Run 1, signal wires on met1:
Drawn at 8 px/um. Supply wires on this layer in grey. Cells faint in the background.
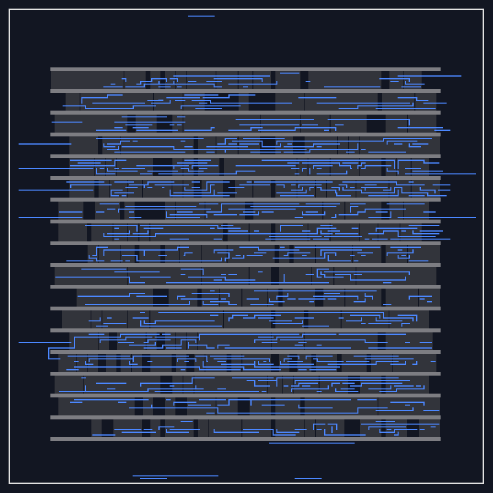
Run 1, met2 routing:
Drawn at 8 px/um.
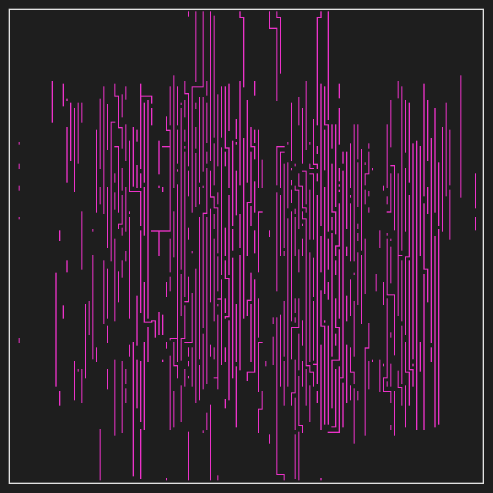
Run 1, signal wires on met3:
Drawn at 10 px/um. Cells faint in the background.
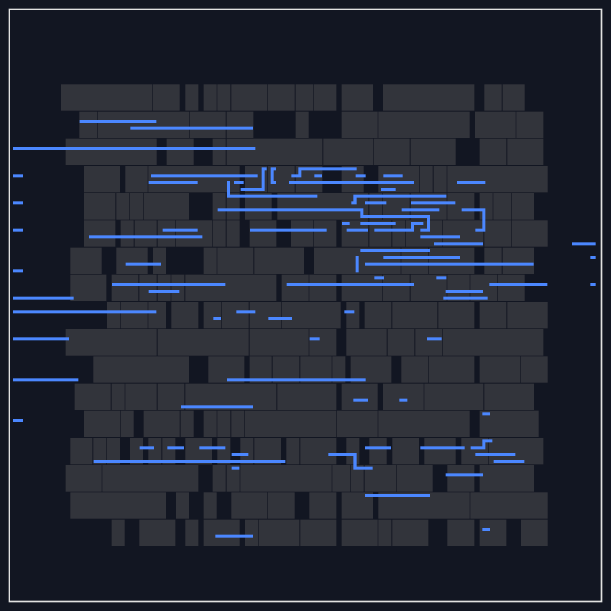
Run 1, signal wires on met4:
Drawn at 6 px/um. Supply wires on this layer in grey. Cells faint in the background.
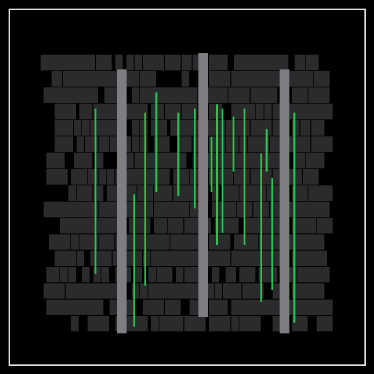
### config.mk
export PLATFORM = sky130hd
export DESIGN_NAME = nz_index_scheduler
export DESIGN_NICKNAME = d
export VERILOG_FILES = /design/src/rtl/nz_index_scheduler_pkg.sv /design/src/rtl/nz_index_scheduler_lnzd_range.sv /design/src/rtl/nz_index_scheduler.sv
export SDC_FILE = /design/constraint.sdc
export NUM_CORES = 1
export LEC_CHECK = 0
export CORE_MARGIN = 5
export CORE_UTILIZATION = 48
export DETAILED_ROUTE_END_ITERATION = 16
export GPL_TIMING_DRIVEN = 0
export PLACE_DENSITY = 0.83
export RECOVER_POWER = 100
export SETUP_SLACK_MARGIN = 0.5
export SLEW_MARGIN = 40
export SYNTH_ARGS = -nofsm -noshare
export SYNTH_HDL_FRONTEND = slang
export SYNTH_SLANG_ARGS = --single-unit
### constraint.sdc
create_clock -name clk -period 2.32 [get_ports clk]
set_clock_uncertainty 0.15 [all_clocks]
set_input_delay 0.464 -clock clk [delete_from_list [all_inputs] [get_ports clk]]
set_output_delay 0.464 -clock clk [all_outputs]
set_load 0.01 [all_outputs]
### src/rtl/nz_index_scheduler_pkg.sv
// Shared types for the nonzero-index scheduler: FSM state encoding and default sizing.
package nz_index_scheduler_pkg;

  localparam int DEFAULT_BIT_WIDTH = 8;

  typedef enum logic {
    ST_IDLE = 1'b0,
    ST_SCAN = 1'b1
  } state_t;

endpackage : nz_index_scheduler_pkg

### src/rtl/nz_index_scheduler_lnzd_range.sv
// Leading-nonzero detector restricted to an inclusive window [start, stop].
// Also exports the window mask so the caller can test for remaining bits.
module nz_index_scheduler_lnzd_range
  import nz_index_scheduler_pkg::*;
#(
  parameter  int BIT_WIDTH = DEFAULT_BIT_WIDTH,
  localparam int IDX_WIDTH = $clog2(BIT_WIDTH)
) (
  input  logic [BIT_WIDTH-1:0] work,
  input  logic [IDX_WIDTH-1:0] start,
  input  logic [IDX_WIDTH-1:0] stop,
  output logic [BIT_WIDTH-1:0] mask,
  output logic [IDX_WIDTH-1:0] position,
  output logic                 valid
);

  // NOTE: every output gets a default before the loops so no latch is inferred.
  always_comb begin
    mask     = '0;
    position = '0;
    valid    = 1'b0;
    // start > stop leaves the mask empty, which reports valid=0.
    for (int i = 0; i < BIT_WIDTH; i++) begin
      if (i >= int'(start) && i <= int'(stop)) mask[i] = 1'b1;
    end
    // Ascending sweep: the highest set bit overwrites earlier hits.
    for (int i = 0; i < BIT_WIDTH; i++) begin
      if (work[i] && mask[i]) begin
        position = IDX_WIDTH'(i);
        valid    = 1'b1;
      end
    end
  end

endmodule : nz_index_scheduler_lnzd_range

### src/rtl/nz_index_scheduler.sv
// Enumerates set bits of a latched vector inside [start, stop], highest first,
// one index per accepted beat; empty windows yield a single out_empty beat.
module nz_index_scheduler
  import nz_index_scheduler_pkg::*;
#(
  parameter  int BIT_WIDTH = DEFAULT_BIT_WIDTH,
  localparam int IDX_WIDTH = $clog2(BIT_WIDTH)
) (
  input  logic                 clk,
  input  logic                 rst_n,
  input  logic                 abort,
  input  logic                 in_valid,
  output logic                 in_ready,
  input  logic [BIT_WIDTH-1:0] in_data,
  input  logic [IDX_WIDTH-1:0] in_start,
  input  logic [IDX_WIDTH-1:0] in_stop,
  output logic                 out_valid,
  input  logic                 out_ready,
  output logic [IDX_WIDTH-1:0] out_pos,
  output logic                 out_last,
  output logic                 out_empty,
  output logic [IDX_WIDTH:0]   out_count
);

  state_t               state, state_next;
  logic [BIT_WIDTH-1:0] work;
  logic [IDX_WIDTH-1:0] start, stop;
  logic [BIT_WIDTH-1:0] mask;
  logic [IDX_WIDTH-1:0] lnzd_pos;
  logic                 lnzd_valid;
  logic                 accept, fire;

  nz_index_scheduler_lnzd_range #(.BIT_WIDTH(BIT_WIDTH)) lnzd_range (
    .work    (work),
    .start   (start),
    .stop    (stop),
    .mask    (mask),
    .position(lnzd_pos),
    .valid   (lnzd_valid)
  );

  // rst_n gates in_ready so no job can be offered while reset is held.
  assign in_ready  = rst_n && (state == ST_IDLE) && !abort;
  assign out_valid = (state == ST_SCAN);
  assign out_empty = out_valid && !lnzd_valid;
  assign out_pos   = out_empty ? '0 : lnzd_pos;
  assign out_last  = out_valid &&
                     (out_empty || !(|(work & mask & ~(BIT_WIDTH'(1) << lnzd_pos))));
  assign accept    = in_valid && in_ready;
  assign fire      = out_valid && out_ready;

  always_comb begin
    state_next = state;
    unique case (state)
      ST_IDLE: if (accept) state_next = ST_SCAN;
      ST_SCAN: if (abort || (fire && out_last)) state_next = ST_IDLE;
      default: state_next = ST_IDLE;
    endcase
  end

  // NOTE: sequential state uses non-blocking assignments so every register
  // samples pre-edge values, independent of statement order.
  always_ff @(posedge clk or negedge rst_n) begin
    if (!rst_n) begin
      state     <= ST_IDLE;
      work      <= '0;
      start     <= '0;
      stop      <= '0;
      out_count <= '0;
    end else begin
      state <= state_next;
      if (accept) begin
        work      <= in_data;
        start     <= in_start;
        stop      <= in_stop;
        out_count <= '0;
      end else if (out_valid && abort) begin
        work <= '0;
      end else if (fire) begin
        work      <= work & ~(BIT_WIDTH'(1) << lnzd_pos);
        out_count <= out_count + 1'b1;
      end
    end
  end

endmodule : nz_index_scheduler

==> results.txt, run 1 <==
run metrics: outcome complete, but fails checks, failing checks negative setup slack, mux frac, synth 0%, diode count 0, Clock-cell share roughly 1.4%, CTS Sinks 19, Top cell area share 41.13%, Max Fclk 0.3487 GHz, Gate power share 51.2%, Combinational Power 0.664 mW, flop count 19, DP HPWL 2327 um, Internal 0.7973 mW, initial DRC count 170, Flop+latch power 0.456 mW, final worst slack -0.5480 ns, fillers 121, PD cells around 650 mW/mm2, Synthesized registers 19, Final setup viols 19, DRC viols 0, Init Core Util between 50 and 60%, hold crit path type primary input to asynchronous set/reset pin, Seq pwr share 35.2%, Resized Gates After CTS 58, CP required approximately 1.7 ns, initial antenna violation count 0, largest net degree at the start of global routing 20, biggest regs work (8), out_count (4), Clock Latency Late Sink 0.30 ns, simple share between 30% and 40%, Die Ht 59.08 um, Pwr top combinational cells, fin util approximately 88%, met3 wire length 389 um, WP buf/inv 2, clock power share 13.6%, CP max-delay cell dfrtp_2
## Picture notes: 'signal wires on met1'
longest straight run	28.1 um
wire length on this layer	1990 um

## Picture notes: 'met2 routing'
longest straight run	36.0 um
wire length on this layer	2530 um
main direction	vertical
share of all routed wire	49%
nets with wire on the layer	205
DRT Wirelength: 5194 um
met2 Usage GRT: 44.01%
Via Count: 1529

## Picture notes: 'signal wires on met3'
wire length on this layer	390 um
share of all routed wire	7.5%
main direction	horizontal
longest straight run	23.9 um
nets with wire on the layer	61

## Picture notes: 'signal wires on met4'
longest straight run	34.7 um
nets with wire on the layer	15
share of all routed wire	5.6%
main direction	vertical
wire length on this layer	292 um

==> inputs of run 2 (changes only) <==
--- a/config.mk
+++ b/config.mk
@@ -16,3 +16,4 @@
 export SYNTH_ARGS = -nofsm -noshare
 export SYNTH_HDL_FRONTEND = slang
 export SYNTH_SLANG_ARGS = --single-unit
+export TNS_END_PERCENT = 20
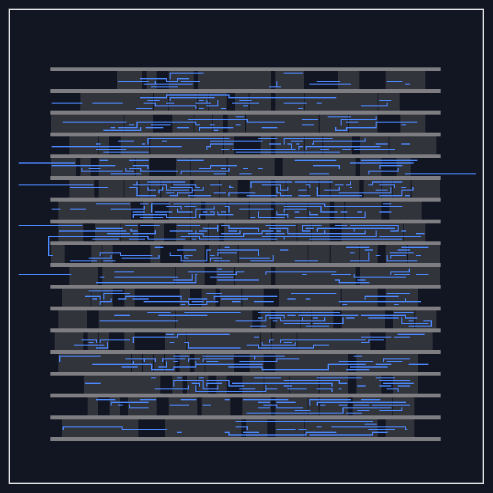
Run 2: signal wires on met1
Drawn at 8 px/um. Supply wires on this layer in grey. Cells faint in the background.
wire length on this layer	1560 um
main direction	horizontal
nets with wire on the layer	188
longest straight run	18.9 um
share of all routed wire	40%
Via Count: 1296
GR Util met1: 29.62%
DRT Wirelength: 3902 um

==> results.txt, run 2 <==
run metrics: path type of the worst setup path register to output port (unchanged), Init Core Util 51.28% (unchanged), Combinational Power 0.524 mW (was 0.664 mW), clock power share 14.2% (was 13.6%), Clock-cell share 1.521% (was 1.391%), initial antenna violation count 0 (unchanged), Gate power share 45.7% (was 51.2%), diode count 0 (unchanged), initial DRC count 112 (was 170), flip-flops with a built-in enable 0 (unchanged), outcome complete, but fails checks (unchanged), biggest regs work (8), out_count (4) (unchanged), met2 Usage GRT 42.27% (was 44.01%), DP HPWL 2336 um (was 2327 um), hold crit path type primary input to asynchronous set/reset pin (unchanged), Max Fclk 0.3615 GHz (was 0.3487 GHz), mux frac, synth 0% (unchanged), Placer Congestion 0.8254 (was 0.8265), Flop+latch power 0.461 mW (was 0.456 mW), fillers 159 (was 121), Top non-seq family simple AND/OR/NAND/NOR gates (unchanged), Die Span X 59.08 um (unchanged), post-placement cell area 0.001521 mm2 (unchanged), clock-net power 0.163 mW (was 0.177 mW), CP required 1.71 ns (about the same), fin util 80.24% (was 87.79%), Resized Gates After CTS 40 (was 58), Internal 0.7215 mW (was 0.7973 mW), met3 wire length 226 um (was 389 um), Yosys warnings 0 (unchanged), Synthesized registers 19 (unchanged), DRC viols 0 (unchanged), Pwr top combinational cells (unchanged), GRT Util Overall 23.99% (was 26.00%), Clock Latency Late Sink 0.29 ns (was 0.30 ns), Die Ht 59.08 um (unchanged), met3 Use GR 3.704% (was 3.922%), Startpoint Class register (unchanged), largest net degree at the start of global routing 20 (unchanged), r2r worst-path depth 12 (was 14), number of library cell types mapped by synthesis 40 (unchanged), Seq pwr share 40.1% (was 35.2%), VDD IR max 570.0 uV (was 766.6 uV), CTS tree built (unchanged), final worst slack -0.4462 ns (was -0.5480 ns), Setup TNS Final -2.881 ns (was -4.108 ns), CP Depth 7 (was 8), synthesized cell area 0.001156 mm2 (unchanged), fin cells 211 (was 232), number of flip-flops in the largest register 8 (unchanged), core area 0.002255 mm2 (unchanged), Leakage 0.7722 nW (was 0.8875 nW), critical path's top delay family simple AND/OR/NAND/NOR gates (unchanged), simple share 32.68% (unchanged), PD cells 634.9 mW/mm2 (was 654.8 mW/mm2), critical path, cell by cell a21oi_4 -> o32ai_4 -> nor2_2 -> nor2_1 -> nor4_2 -> and2_1 -> buf_2 (was buf_4 -> nand4_1 -> o21ai_4 -> nor4_2 -> nor3_2 -> nor4_2 -> and2_1 -> buf_2), Leading cell kind multi-input combinational cells (unchanged), WP buf/inv 1 (was 2), tool warnings 29 (was 30), CP max-delay cell dfrtp_2 (unchanged), count of final max-slew check failures 0 (unchanged), CTS Sinks 19 (unchanged), Top cell area share 41.13% (unchanged), Final setup viols 9 (was 19), flop count 19 (unchanged), Top cell excl fill/tap nand2_1 (unchanged), failing checks negative setup slack (unchanged)
Power and IR drop assume default switching activity.
